[config.mk]
export PLATFORM = sky130hd
export DESIGN_NAME = basic6_pair_source
export DESIGN_NICKNAME = d
export VERILOG_FILES = /design/src/rtl/basic6_pair_source.sv
export SDC_FILE = /design/constraint.sdc
export NUM_CORES = 1
export LEC_CHECK = 0
export CAP_MARGIN = 20
export CORE_ASPECT_RATIO = 1.4
export CORE_MARGIN = 4
export CORE_UTILIZATION = 55
export CTS_CLUSTER_SIZE = 24
export DETAILED_ROUTE_END_ITERATION = 16
export GPL_ROUTABILITY_DRIVEN = 0
export PLACE_DENSITY = 0.82
export SETUP_SLACK_MARGIN = 0.05
export SLEW_MARGIN = 40
export SYNTH_ARGS = -nofsm -noshare
export SYNTH_HDL_FRONTEND = slang
export SYNTH_SLANG_ARGS = --single-unit
[constraint.sdc]
create_clock -name clk -period 6.37 [get_ports clk]
set_clock_uncertainty 0.05 [all_clocks]
set_input_delay 1.911 -clock clk [delete_from_list [all_inputs] [get_ports clk]]
set_output_delay 1.911 -clock clk [all_outputs]
set_load 0.02 [all_outputs]
[src/rtl/basic6_pair_source.sv]
// Two-port paired word source: offers val on port 1, then the running sum on
// port 2, with an optional idle gap between pairs gated by en.
module basic6_pair_source #(
  parameter logic signed [31:0] START_VAL = 32'sd4,
  parameter logic signed [31:0] STEP      = 32'sd1,
  parameter int unsigned        GAP       = 0
) (
  input  logic               clk,
  input  logic               rst,
  input  logic               en,
  output logic signed [31:0] b_out,
  input  logic               b_out_sync,
  output logic               b_out_notify,
  output logic signed [31:0] b_out2,
  input  logic               b_out2_sync,
  output logic               b_out2_notify,
  output logic [15:0]        pairs_sent
);

  typedef enum logic [1:0] {
    SEND_A,
    SEND_B,
    IDLE
  } state_e;

  localparam logic [8:0] GAP_W  = 9'(GAP);
  localparam logic       NO_GAP = (GAP == 0);

  state_e             state_q;
  logic signed [31:0] val_q, val_d;
  logic signed [31:0] sum_q, sum_d;
  logic signed [31:0] b_out_q;
  logic signed [31:0] b_out2_q;
  logic               b_out_notify_q;
  logic               b_out2_notify_q;
  logic [15:0]        pairs_q, pairs_d;
  logic [7:0]         gap_q, gap_d;
  logic [8:0]         gap_inc;
  logic               idle_done;

  // idle_done counts the current IDLE cycle, so GAP=N yields exactly N idle cycles
  always_comb begin
    val_d     = val_q + STEP;
    sum_d     = sum_q + val_q;
    pairs_d   = pairs_q + 16'd1;
    gap_inc   = {1'b0, gap_q} + 9'd1;
    gap_d     = ({1'b0, gap_q} < GAP_W) ? gap_inc[7:0] : gap_q;
    idle_done = (gap_inc >= GAP_W);
  end

  always_ff @(posedge clk or posedge rst) begin
    if (rst) begin
      state_q         <= SEND_A;
      val_q           <= START_VAL;
      sum_q           <= '0;
      b_out_q         <= START_VAL;
      b_out_notify_q  <= 1'b1;
      b_out2_q        <= '0;
      b_out2_notify_q <= 1'b0;
      pairs_q         <= '0;
      gap_q           <= '0;
    end else begin
      case (state_q)
        SEND_A: begin
          if (b_out_sync) begin
            sum_q           <= sum_d;
            b_out2_q        <= sum_d;
            b_out_notify_q  <= 1'b0;
            b_out2_notify_q <= 1'b1;
            state_q         <= SEND_B;
          end
        end
        SEND_B: begin
          if (b_out2_sync) begin
            val_q           <= val_d;
            pairs_q         <= pairs_d;
            b_out2_notify_q <= 1'b0;
            if (NO_GAP && en) begin
              state_q        <= SEND_A;
              b_out_notify_q <= 1'b1;
              b_out_q        <= val_d;
            end else begin
              state_q <= IDLE;
              gap_q   <= '0;
            end
          end
        end
        IDLE: begin
          gap_q <= gap_d;
          if (idle_done && en) begin
            state_q        <= SEND_A;
            b_out_notify_q <= 1'b1;
            b_out_q        <= val_q;
          end
        end
        default: begin
          state_q         <= SEND_A;
          b_out_notify_q  <= 1'b1;
          b_out2_notify_q <= 1'b0;
          b_out_q         <= val_q;
        end
      endcase
    end
  end

  assign b_out         = b_out_q;
  assign b_out_notify  = b_out_notify_q;
  assign b_out2        = b_out2_q;
  assign b_out2_notify = b_out2_notify_q;
  assign pairs_sent    = pairs_q;

endmodule
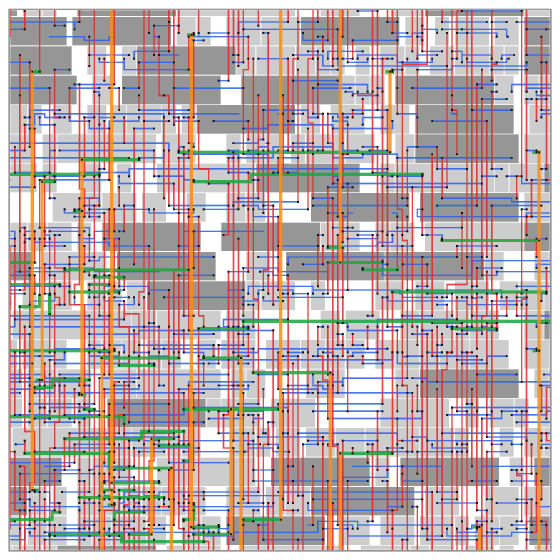
zoom.png
Region (26, 73) to (76, 123) um. Cells in gray, sequential cells in the stronger gray; small squares are vias.
color	layer
red	met2
orange	met4
green	met3
blue	met1
sequential cells in the window	28
most frequent	nor2_1 (31), o21ai_0 (27), dfrtp_1 (25)
netlist names of flops here include	b_out (12), val_q (11), pairs_sent (2)
cells with their middle in the window	228

==> datasheet_impl.txt <==
Summary of implementation characteristics

Parameter                              Value

Power
  PnR Total Power .................. 2970 uW
  Power per standard cell area .................. 354 nW/um2
  Total internal power .................. 1920 uW
  Share of power burned in combinational logic .................. 32.4%
  Power Clock .................. 945 uW

Layout
  Sequential share of cell area .................. 34.6%
  Non-clock buffers, area share .................. 10.7%
  Logic share of the area .................. 44.7%

Route
  DR pass1 iterations .................. 5
  Post-DRT Antenna Nets .................. 0

Yosys
  Flops & latches, synth .................. 116
  Post-synth area from yosys stat .................. 6880 um2

CTS
  Clock tree from TritonCTS .................. done
  Latest clock arrival within the worst-skew pair .................. 420 ps
  Buffer depth of the longest clock path .................. 2

Global route
  Via count of the first global-routing pass .................. 6256
  Global-route track usage on met2 .................. 44.8%
  Grt total ovfl .................. 0

Critical path
  Data arrival, critical path .................. 4040 ps
  Data required time of the critical path .................. 6620 ps
  Slowest CP cell .................. sky130_fd_sc_hd__clkdlybuf4s50_1
  Capturing element of the worst setup path .................. pairs_sent[13]$_DFFE_PP0P_

Flow run
  Tool Warnings .................. 26

Final timing
  Maximum clock frequency .................. 264 MHz
  Worst-case setup margin in the final layout .................. 2590 ps

Status
  Status .................. finished, final reports clean

Placement
  Dpl hpwl .................. 12400 um
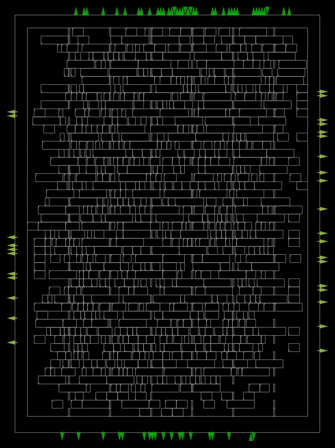
final_placement.png
number of placement rows: 48
# fillers: 958
number of standard cells in the final layout excluding fillers: 1015

Power and IR drop assume default switching activity.
